[src/rtl/act_stream_pkg.sv]
// Shared definitions for the activation-stage stream blocks: default element width,
// element type and FIFO occupancy-width helper.
package act_stream_pkg;

  localparam int unsigned DefaultDataW = 32;

  typedef logic [DefaultDataW-1:0] elem_t;

  // Occupancy counters must represent 0..depth inclusive.
  function automatic int unsigned occ_w(input int unsigned depth);
    return $clog2(depth) + 1;
  endfunction

endpackage

[src/rtl/act_fwft_fifo.sv]
// First-word-fall-through FIFO with valid/ready on both sides; head entry is always
// visible on rd_data_o, and write-side ready depends only on registered occupancy.
module act_fwft_fifo
  import act_stream_pkg::*;
#(
  parameter int unsigned DATA_W = DefaultDataW,
  parameter int unsigned DEPTH  = 8
) (
  input  logic                      clk,
  input  logic                      rst_n,
  input  logic                      wr_valid_i,
  output logic                      wr_ready_o,
  input  logic [DATA_W-1:0]         wr_data_i,
  output logic                      rd_valid_o,
  input  logic                      rd_ready_i,
  output logic [DATA_W-1:0]         rd_data_o,
  output logic [occ_w(DEPTH)-1:0]   count_o
);

  localparam int unsigned PtrW = $clog2(DEPTH);
  localparam int unsigned CntW = occ_w(DEPTH);

  logic [DATA_W-1:0] mem_q [DEPTH];
  logic [PtrW-1:0]   wr_ptr_q, wr_ptr_d;
  logic [PtrW-1:0]   rd_ptr_q, rd_ptr_d;
  logic [CntW-1:0]   count_q, count_d;
  logic              wr_en, rd_en;

  assign wr_ready_o = (count_q < CntW'(DEPTH));
  assign rd_valid_o = (count_q != '0);
  assign wr_en      = wr_valid_i & wr_ready_o;
  assign rd_en      = rd_valid_o & rd_ready_i;
  assign rd_data_o  = mem_q[rd_ptr_q];
  assign count_o    = count_q;

  // Pointers are exactly log2(DEPTH) wide, so increments wrap on their own.
  always_comb begin
    wr_ptr_d = wr_en ? wr_ptr_q + 1'b1 : wr_ptr_q;
    rd_ptr_d = rd_en ? rd_ptr_q + 1'b1 : rd_ptr_q;
    count_d  = count_q;
    case ({wr_en, rd_en})
      2'b10:   count_d = count_q + 1'b1;
      2'b01:   count_d = count_q - 1'b1;
      default: count_d = count_q;
    endcase
  end

  always_ff @(posedge clk or negedge rst_n) begin
    if (!rst_n) begin
      wr_ptr_q <= '0;
      rd_ptr_q <= '0;
      count_q  <= '0;
      for (int i = 0; i < int'(DEPTH); i++) begin
        mem_q[i] <= '0;
      end
    end else begin
      wr_ptr_q <= wr_ptr_d;
      rd_ptr_q <= rd_ptr_d;
      count_q  <= count_d;
      if (wr_en) begin
        mem_q[wr_ptr_q] <= wr_data_i;
      end
    end
  end

endmodule

[src/rtl/act_stream_framer.sv]
// Buffers the activation output stream, adds backpressure and frames it into tensors.
// Optional high-water mark on FIFO occupancy when ACT_STREAM_FRAMER_HWM_EN is defined.
module act_stream_framer
  import act_stream_pkg::*;
#(
  parameter int unsigned DATA_W    = DefaultDataW,
  parameter int unsigned DEPTH     = 8,
  parameter int unsigned FRAME_LEN = 256,
  parameter int unsigned FCNT_W    = 16
) (
  input  logic                    clk,
  input  logic                    rst_n,
  input  logic                    valid_in,
  output logic                    ready_in,
  input  logic [DATA_W-1:0]       input_data,
  output logic                    valid_out,
  input  logic                    ready_out,
  output logic [DATA_W-1:0]       output_data,
  output logic                    last_out,
  output logic                    frame_done,
  output logic [FCNT_W-1:0]       frame_count,
`ifdef ACT_STREAM_FRAMER_HWM_EN
  input  logic                    hwm_clr,
  output logic [occ_w(DEPTH)-1:0] hwm,
  output logic [occ_w(DEPTH)-1:0] fifo_count
`else
  output logic [occ_w(DEPTH)-1:0] fifo_count
`endif
);

  localparam int unsigned IdxW = (FRAME_LEN > 1) ? $clog2(FRAME_LEN) : 1;
  localparam logic [IdxW-1:0] IdxLast = IdxW'(FRAME_LEN - 1);

  logic              rd_en;
  logic [IdxW-1:0]   idx_q, idx_d;
  logic              frame_done_q, frame_done_d;
  logic [FCNT_W-1:0] frame_count_q, frame_count_d;

  act_fwft_fifo #(
    .DATA_W (DATA_W),
    .DEPTH  (DEPTH)
  ) u_fifo (
    .clk        (clk),
    .rst_n      (rst_n),
    .wr_valid_i (valid_in),
    .wr_ready_o (ready_in),
    .wr_data_i  (input_data),
    .rd_valid_o (valid_out),
    .rd_ready_i (ready_out),
    .rd_data_o  (output_data),
    .count_o    (fifo_count)
  );

  assign rd_en    = valid_out & ready_out;
  assign last_out = valid_out & (idx_q == IdxLast);

  always_comb begin
    idx_d         = idx_q;
    frame_done_d  = 1'b0;
    frame_count_d = frame_count_q;
    if (rd_en) begin
      if (last_out) begin
        idx_d         = '0;
        frame_done_d  = 1'b1;
        frame_count_d = frame_count_q + 1'b1;
      end else begin
        idx_d = idx_q + 1'b1;
      end
    end
  end

  always_ff @(posedge clk or negedge rst_n) begin
    if (!rst_n) begin
      idx_q         <= '0;
      frame_done_q  <= 1'b0;
      frame_count_q <= '0;
    end else begin
      idx_q         <= idx_d;
      frame_done_q  <= frame_done_d;
      frame_count_q <= frame_count_d;
    end
  end

  assign frame_done  = frame_done_q;
  assign frame_count = frame_count_q;

`ifdef ACT_STREAM_FRAMER_HWM_EN
  logic [occ_w(DEPTH)-1:0] hwm_q, hwm_d;

  // Tracks registered occupancy; a clear reloads from the current count, not zero.
  always_comb begin
    hwm_d = hwm_q;
    if (hwm_clr) begin
      hwm_d = fifo_count;
    end else if (fifo_count > hwm_q) begin
      hwm_d = fifo_count;
    end
  end

  always_ff @(posedge clk or negedge rst_n) begin
    if (!rst_n) begin
      hwm_q <= '0;
    end else begin
      hwm_q <= hwm_d;
    end
  end

  assign hwm = hwm_q;
`endif

endmodule

[config.mk]
export PLATFORM = sky130hd
export DESIGN_NAME = act_stream_framer
export DESIGN_NICKNAME = d
export VERILOG_FILES = /design/src/rtl/act_stream_pkg.sv /design/src/rtl/act_fwft_fifo.sv /design/src/rtl/act_stream_framer.sv
export SDC_FILE = /design/constraint.sdc
export NUM_CORES = 1
export LEC_CHECK = 0
export CAP_MARGIN = 0
export CORE_UTILIZATION = 59
export DETAILED_ROUTE_END_ITERATION = 6
export HOLD_SLACK_MARGIN = 0.05
export PLACE_DENSITY = 0.81
export REMOVE_ABC_BUFFERS = 1
export SLEW_MARGIN = 20
export SYNTH_ARGS = -nofsm -noshare
export SYNTH_HDL_FRONTEND = slang
export SYNTH_SLANG_ARGS = --single-unit
[constraint.sdc]
create_clock -name clk -period 3.4 [get_ports clk]
set_clock_uncertainty 0.05 [all_clocks]
set_input_delay 0.34 -clock clk [delete_from_list [all_inputs] [get_ports clk]]
set_output_delay 0.34 -clock clk [all_outputs]
set_load 0.005 [all_outputs]
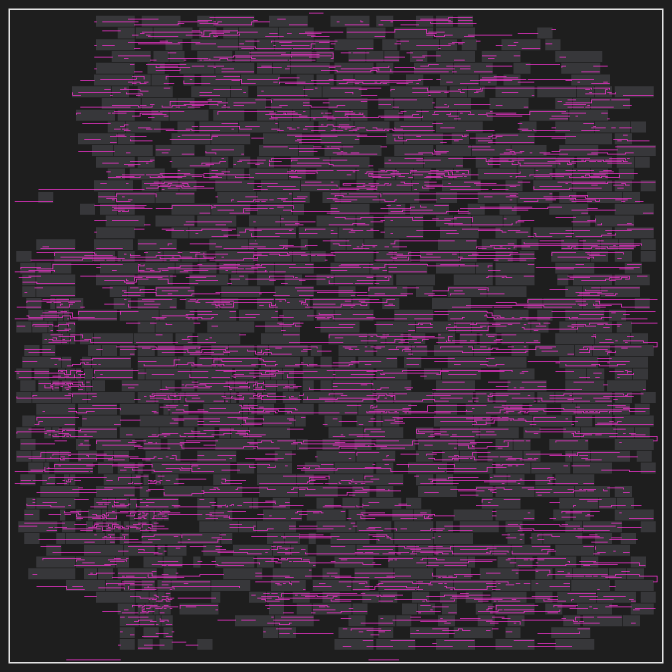
met1.png
Cells faint in the background.
share of all routed wire: 41%
longest straight run: 36.8 um
main direction: horizontal
GR Layer Usage met1: 33.1%
vias: 7373
Detailed Route WL: 27300 um

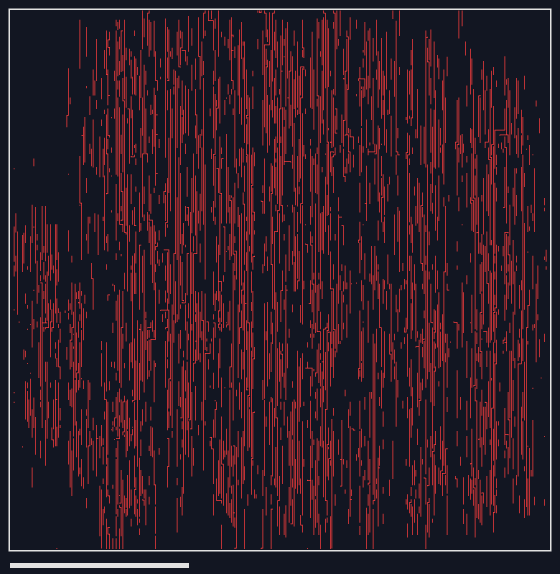
met2.png
Scale bar: 50 um.
wire length on this layer: 14200 um
share of all routed wire: 52%
nets with wire on the layer: 914
main direction: vertical
grt met2 use: 44.1%

==> impl_metrics.csv <==
group,metric,value,unit
status,status,"finished clean",
synth,yosysCellCount,819,
drt,via_per_inst,6.00,
final_layout,flop_area,0.00729,sq mm
worst_setup_path,worstSetupPathDepth,4,
timing,fin_setup_tns,0,ps
global_route,grt.busiest_layer,"met2",
worst_setup_path,endpoint_kind,"output port",
worst_setup_path,path_max_fanout,22,
power,p_leak,6.78,nW
global_route,grt_overflow,0,
timing,rsz0062_at_grt,"no",
worst_setup_path,critPathLaunchType,"flip-flop",
worst_setup_path,r2r_slack,680,ps
clock_network,clk_path_buf_depth,3,
worst_setup_path,r2r_cells,10,
drt,ant_nets,0,
run,maxCapViolations,0,
final_layout,drive_above_1_share,47.3,%
hold_path,hold_depth,1,
synth,flop_cell,"dfrtp_1",
synth,synth_area_leader_cell,"dfrtp_1",
drt,route.met2.wl,14200,um
drt,wl_per_cell,22.2,um
drt,wl_met1,11300,um
worst_setup_path,endpoint,"output_data[14]",
worst_setup_path,critPathSlowestCell,"dfrtp_4",
worst_setup_path,critical_path_class,"reg -> out",
-- final cells by class --
type / instances / area share, %
diodes: 1 / 0.0160
clock buffers: 40 / 5.62
clock inverters: 16 / 1.81
inverters: 7 / 0.200
multi-input cells: 474 / 35.5
flip-flops and latches: 291 / 46.5
well taps: 280 / 2.24
repair buffers: 119 / 8.05
-- cells by family (layout without fill, tap and decap cells) --
logic type                 Yosys count  count (layout)
muxes                              353             353
DFF                                291             291
and+or+nand+nor                     76              76
buffers and inverters               54             182
xor gates and xnor gates            28              28
AOI/OAI and AO/OA                   10              10
adders and majority gates            7               7
other                                0               1
-- sequential cells by signal (all words and copies together), names as in the netlist --
name,count
u_fifo.rd_ptr_q,3
idx_q,8
frame_count,16
u_fifo.wr_ptr_q,3
frame_done,1
u_fifo.count_o,4
u_fifo.mem_q,256
Power is estimated from default activity; no workload was simulated.
